wires.png
Scale bar: 50 um.
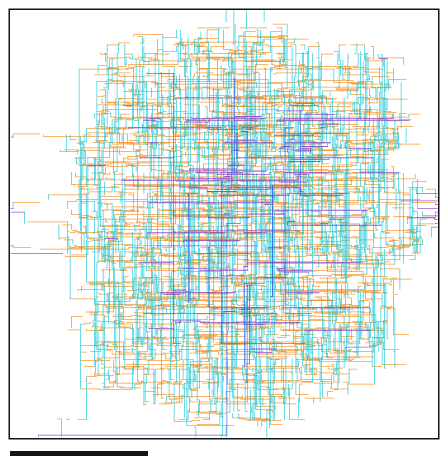
clk_routes.png
Scale bar: 50 um.
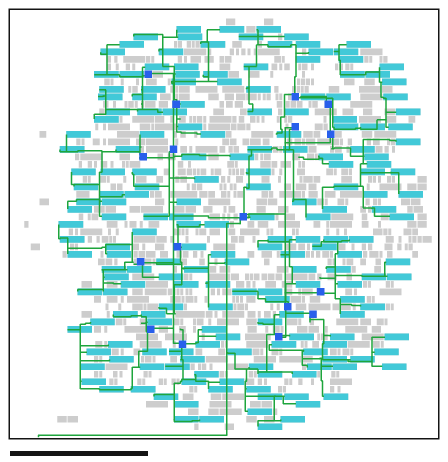
clocks.png
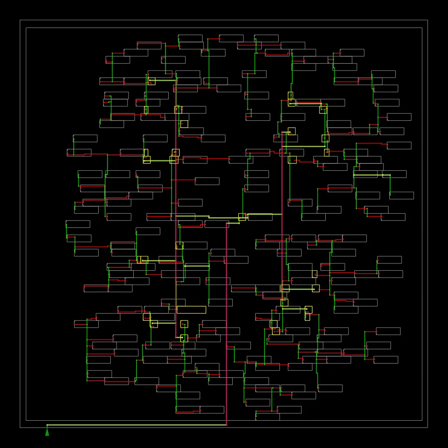
io_placement.png
Pins as bars across the die edge, other pins in gray.
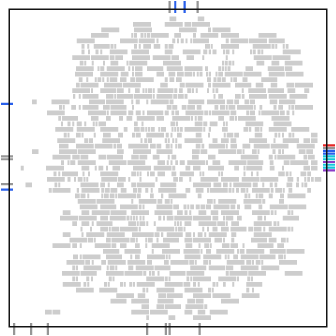
flops_by_reg.png
Other sequential cells in the stronger gray, the rest of the logic in the fainter gray.
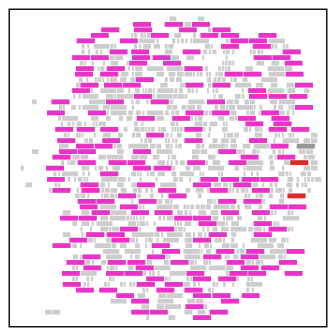
File: config.mk
export PLATFORM = sky130hd
export DESIGN_NAME = dcache_repl_policy_flat
export DESIGN_NICKNAME = d
export VERILOG_FILES = /design/src/rtl/dcache_repl_if.sv /design/src/rtl/dcache_repl_policy.sv /design/src/flat_wrapper.sv
export SDC_FILE = /design/constraint.sdc
export NUM_CORES = 1
export LEC_CHECK = 0
export CAP_MARGIN = 5
export CORE_MARGIN = 2
export CORE_UTILIZATION = 45
export CTS_BUF_LIST = sky130_fd_sc_hd__clkbuf_4
export DETAILED_ROUTE_END_ITERATION = 7
export PLACE_DENSITY = 0.69
export SYNTH_ARGS = -nofsm -noshare
export SYNTH_HDL_FRONTEND = slang
export SYNTH_SLANG_ARGS = --single-unit
File: constraint.sdc
create_clock -name clk -period 7.06 [get_ports clk]
set_input_delay 1.059 -clock clk [delete_from_list [all_inputs] [get_ports clk]]
set_output_delay 1.059 -clock clk [all_outputs]
set_load 0.1 [all_outputs]
File: src/rtl/dcache_repl_if.sv
// Touch/victim port between the dCache controller (master) and its replacement policy unit (slave).
interface dcache_repl_if #(
  parameter int WAYS = 4,
  parameter int SETS = 64
);
  localparam int WAY_W = (WAYS > 1) ? $clog2(WAYS) : 1;
  localparam int IDX_W = (SETS > 1) ? $clog2(SETS) : 1;

  logic             touch_valid;
  logic             touch_fill;
  logic [IDX_W-1:0] touch_set;
  logic [WAY_W-1:0] touch_way;
  logic             victim_req;
  logic [IDX_W-1:0] victim_set;
  logic [WAYS-1:0]  way_valid;
  logic             victim_valid;
  logic [WAY_W-1:0] victim_way;

  modport master (
    output touch_valid, touch_fill, touch_set, touch_way,
    output victim_req, victim_set, way_valid,
    input  victim_valid, victim_way
  );

  modport slave (
    input  touch_valid, touch_fill, touch_set, touch_way,
    input  victim_req, victim_set, way_valid,
    output victim_valid, victim_way
  );
endinterface

File: src/rtl/dcache_repl_policy.sv
// Per-set victim selection (round-robin / tree PLRU / LFSR) with invalid-way priority.
// Latency: victim 1 cycle after victim_req; no backpressure, victim_way held until the next pulse.
module dcache_repl_policy #(
  parameter int          WAYS      = 4,
  parameter int          SETS      = 64,
  parameter int          POLICY    = 1,
  parameter logic [15:0] LFSR_SEED = 16'hACE1
) (
  input logic          clk,
  input logic          reset,
  dcache_repl_if.slave bus
);
  localparam int WAY_W = (WAYS > 1) ? $clog2(WAYS) : 1;

  logic [WAY_W-1:0] inv_way;
  logic             has_inv;
  logic [WAY_W-1:0] pol_way;
  logic [WAYS-1:0]  vv;

  // Scan from the top way down so the lowest invalid way is the last one written.
  always_comb begin
    inv_way = '0;
    has_inv = ~&bus.way_valid;
    vv      = bus.way_valid;
    for (int w = WAYS - 1; w >= 0; w--) begin
      if (!vv[WAYS-1]) inv_way = WAY_W'(w);
      vv = vv << 1;
    end
  end

  generate
    if (POLICY == 0) begin : g_rr
      logic [WAY_W-1:0] ptr [SETS];

      always_ff @(posedge clk or posedge reset) begin
        if (reset) begin
          for (int s = 0; s < SETS; s++) ptr[s] <= '0;
        end else if (bus.touch_valid && bus.touch_fill) begin
          ptr[bus.touch_set] <= bus.touch_way + 1'b1;
        end
      end

      assign pol_way = ptr[bus.victim_set];
    end else if (POLICY == 1) begin : g_plru
      logic [WAYS-2:0]  tree [SETS];
      logic [WAYS-2:0]  cur;
      logic [WAYS-2:0]  upd;
      logic [WAY_W-1:0] vway;
      logic             b;

      // Level d holds nodes 2^d-1 .. 2^(d+1)-2; the way prefix picks the node within a level.
      always_comb begin
        cur  = tree[bus.victim_set];
        vway = '0;
        b    = 1'b0;
        for (int d = 0; d < WAY_W; d++) begin
          b = 1'b0;
          for (int p = 0; p < (1 << d); p++)
            if (int'(vway) == p) b = cur[(1 << d) - 1 + p];
          vway    = vway << 1;
          vway[0] = b;
        end
        pol_way = vway;

        upd = tree[bus.touch_set];
        for (int d = 0; d < WAY_W; d++)
          for (int p = 0; p < (1 << d); p++)
            if (int'(bus.touch_way >> (WAY_W - d)) == p)
              upd[(1 << d) - 1 + p] = ~bus.touch_way[WAY_W-1-d];
      end

      always_ff @(posedge clk or posedge reset) begin
        if (reset) begin
          for (int s = 0; s < SETS; s++) tree[s] <= '0;
        end else if (bus.touch_valid) begin
          tree[bus.touch_set] <= upd;
        end
      end
    end else begin : g_lfsr
      logic [15:0] lfsr;

      // Right-shifting Fibonacci form of taps 16,14,13,11.
      always_ff @(posedge clk or posedge reset) begin
        if (reset) lfsr <= LFSR_SEED;
        else       lfsr <= {lfsr[0] ^ lfsr[2] ^ lfsr[3] ^ lfsr[5], lfsr[15:1]};
      end

      assign pol_way = lfsr[WAY_W-1:0];
    end
  endgenerate

  always_ff @(posedge clk or posedge reset) begin
    if (reset) begin
      bus.victim_valid <= 1'b0;
      bus.victim_way   <= '0;
    end else begin
      bus.victim_valid <= bus.victim_req;
      if (bus.victim_req) bus.victim_way <= has_inv ? inv_way : pol_way;
    end
  end
endmodule

File: src/flat_wrapper.sv
// flat-port wrapper written by rule: the top's interface ports become plain ports
module dcache_repl_policy_flat 
#(
  parameter int          WAYS      = 4,
  parameter int          SETS      = 64,
  parameter int          POLICY    = 1,
  parameter logic [15:0] LFSR_SEED = 16'hACE1
)
  (clk, reset, bus_touch_valid, bus_touch_fill, bus_touch_set, bus_touch_way, bus_victim_req, bus_victim_set, bus_way_valid, bus_victim_valid, bus_victim_way);
  dcache_repl_if #(.WAYS(WAYS), .SETS(SETS)) bus_i ();
  input logic clk;
  input logic reset;
  input wire logic [$bits(bus_i.touch_valid)-1:0] bus_touch_valid;
  input wire logic [$bits(bus_i.touch_fill)-1:0] bus_touch_fill;
  input wire logic [$bits(bus_i.touch_set)-1:0] bus_touch_set;
  input wire logic [$bits(bus_i.touch_way)-1:0] bus_touch_way;
  input wire logic [$bits(bus_i.victim_req)-1:0] bus_victim_req;
  input wire logic [$bits(bus_i.victim_set)-1:0] bus_victim_set;
  input wire logic [$bits(bus_i.way_valid)-1:0] bus_way_valid;
  output wire logic [$bits(bus_i.victim_valid)-1:0] bus_victim_valid;
  output wire logic [$bits(bus_i.victim_way)-1:0] bus_victim_way;
  assign bus_i.touch_valid = bus_touch_valid;
  assign bus_i.touch_fill = bus_touch_fill;
  assign bus_i.touch_set = bus_touch_set;
  assign bus_i.touch_way = bus_touch_way;
  assign bus_i.victim_req = bus_victim_req;
  assign bus_i.victim_set = bus_victim_set;
  assign bus_i.way_valid = bus_way_valid;
  assign bus_victim_valid = bus_i.victim_valid;
  assign bus_victim_way = bus_i.victim_way;
  dcache_repl_policy #(.WAYS(WAYS), .SETS(SETS), .POLICY(POLICY), .LFSR_SEED(LFSR_SEED)) u_core (.clk(clk), .reset(reset), .bus(bus_i));
endmodule
==> ds_physical_params.txt <==
Table: implementation figures

Parameter                              Value

Final layout
  Number of nets in the layout .................. between 900 and 1000
  Number of standard cells in the layout, taps in and fillers out .................. 1211

Logic synthesis
  Post-synthesis sequential area ratio .................. ~47%
  Logic family by area .................. multiplexers
  Ys flops .................. between 150 and 200
  Chip area in the Yosys report .................. around 0.01 mm2
  Net count entering floorplan .................. between 900 and 1000
  Cell area after synthesis .................. 0.0103 mm2

Clocking
  Hold-fix buffers, CTS .................. 0
  Total setup buffers inserted after CTS .................. 0
  Clock transition at the registers of the reported paths .................. about 0.14 ns

STA
  Time the final worst path needs with I/O delays and setup .................. between 4 and 5 ns

Run status
  Status .................. completed

Flow run
  Max-cap viol count .................. 0

Drt
  Length of the first detailed-routing pass in iterations .................. 5
  Total Wirelength .................. between 20 and 30 mm
  Antenna Violating Nets Remaining .................. 0

Placed design
  DP HPWL .................. between 15 and 20 mm

Worst setup path
  Depth of the most critical reg-to-reg path .................. 7
  RR Startpoint .................. u_core.g_plru.tree[52]$_DFFE_PP0P_

Min path
  Classification of the worst-slack hold path .................. register to register
  Hold-critical path endpoint .................. u_core.g_plru.tree[63]$_DFFE_PP0P_

Pwr
  Reported leakage power .................. roughly 4.6 nW

GRT
  Overflow after GRT .................. 0
Notes on wires.png above:
[metal 2] cyan | wire length: 12800 um
[metal 3] purple | wire length: 1940 um
[metal 4] blue | wire length: 643 um
[metal 1] orange | wire length: 11800 um

Notes on clk_routes.png above:
[clock drivers] blue | count: 17
[clock wires] green | length: 2220 um
[flip-flops] cyan | count: 195
routed clock nets: 18

Notes on clocks.png above:
Clock net power: 558 uW
layout sequential cell count: 195

Notes on io_placement.png above:
[bus_victim_req] red | pins: 1 | direction: input | edge: east
[bus_way_valid] cyan | pins: 4 | direction: input | edge: east
[bus_victim_set] blue | pins: 6 | direction: input | edge: 2 west, 2 east, 2 north
[bus_victim_way] purple | pins: 2 | direction: output | edge: east
all pins by edge: 10 east, 7 south, 5 west, 4 north
IO buf count: 24
horizontal die dimension: 155 um

Notes on flops_by_reg.png above:
[u_core.bus.victim_way] red | sequential cells: 2
[u_core.g_plru.tree] magenta | sequential cells: 192 | where: all over the die
not colored: 1
utilization of the core after routing: 48.4%
Seq area share: 44.6%
sequential-cell power consumption: 1.39 mW
Register Area: 0.00488 mm2

registers in the layout, summed over array words and instances (netlist names):
signal and count:
u_core.bus.victim_valid 1, u_core.bus.victim_way 2, u_core.g_plru.tree 192
cell type report:
type | instances | area [um2] | share of cell area [%]
Multi-Input combinational cell | 644 | 5070 | 46.4
Sequential cell | 195 | 4880 | 44.6
Tap cell | 285 | 357 | 3.26
Timing Repair Buffer | 34 | 293 | 2.68
Clock buffer | 21 | 158 | 1.44
Clock inverter | 11 | 87.6 | 0.801
Inverter | 20 | 82.6 | 0.755
Antenna cell | 1 | 2.50 | 0.0229
critical path: stages:
cell                              delay [ns]
sky130_fd_sc_hd__clkdlybuf4s50_1        0.53
sky130_fd_sc_hd__clkinv_1               0.71
sky130_fd_sc_hd__mux2_2                 0.58
sky130_fd_sc_hd__a22o_1                 0.26
sky130_fd_sc_hd__or3_1                  0.43
sky130_fd_sc_hd__a211oi_4               0.73
sky130_fd_sc_hd__buf_4                  0.49
sky130_fd_sc_hd__o31ai_1                0.15
cell families (layout without fill, tap and decap cells):
logic type / after synthesis / in the layout
compound gates: 202 / 202
other cells: 0 / 1
flops: 195 / 195
simple gates: 282 / 282
buf+inv: 84 / 86
mux: 160 / 160
where the power goes:
group | switching [mW] | internal, mW | total, mW
sequential | 0.112 | 1.27 | 1.39
clock | 0.371 | 0.187 | 0.558
combinational | 0.269 | 0.254 | 0.522
total | 0.752 | 1.72 | 2.47
synthesized netlist by cell type, drive strengths merged:
cell type | n | area, um2
a2111oi | 1 | 8.76
a211o | 3 | 26.3
a211oi | 2 | 20.0
a21oi | 18 | 90.1
a221o | 8 | 80.1
a221oi | 3 | 26.3
a22o | 2 | 17.5
a22oi | 19 | 143
a2bb2oi | 1 | 8.76
a31oi | 4 | 25.0
a32oi | 1 | 8.76
a41oi | 2 | 25.0
and2 | 4 | 25.0
and3 | 4 | 25.0
buf | 28 | 161
clkbuf | 36 | 135
clkinv | 1 | 3.75
dfrtp | 195 | 4880
inv | 19 | 71.3
mux2 | 77 | 867
mux2i | 17 | 170
mux4 | 66 | 1490
nand2 | 180 | 676
nand2b | 6 | 37.5
nand3 | 12 | 60.1
nand3b | 2 | 15.0
nand4 | 2 | 12.5
nor2 | 49 | 184
nor2b | 11 | 68.8
nor3 | 6 | 30.0
nor3b | 2 | 15.0
nor4 | 1 | 6.26
o211ai | 4 | 30.0
o21ai | 62 | 310
o21bai | 1 | 7.51
o221ai | 2 | 17.5
o22ai | 16 | 100
o2bb2ai | 3 | 26.3
o311ai | 2 | 17.5
o31ai | 48 | 360
or3 | 3 | 18.8
layer usage:
metal  share of wire, %  vias up  track usage (%)
met3                7.1       41             4.40
met5                  0        -                0
met4                2.4        0             7.47
met2                 47      293             37.4
li1                   -     3393                -
met1                 43     3818             34.1
per-stage QoR:
step	instance area, um2	setup WS (ns)	power (mW)	hold WS, ns
floorplan	10300	0.689	1.77	0.445
global placement	10700	2.04	1.90	0.457
detailed placement	10700	2.01	1.93	0.469
CTS	10900	2.65	2.48	0.501
global route	10900	2.49	2.60	0.519
finish	10900	2.56	2.47	0.490
Power and IR drop assume default switching activity.
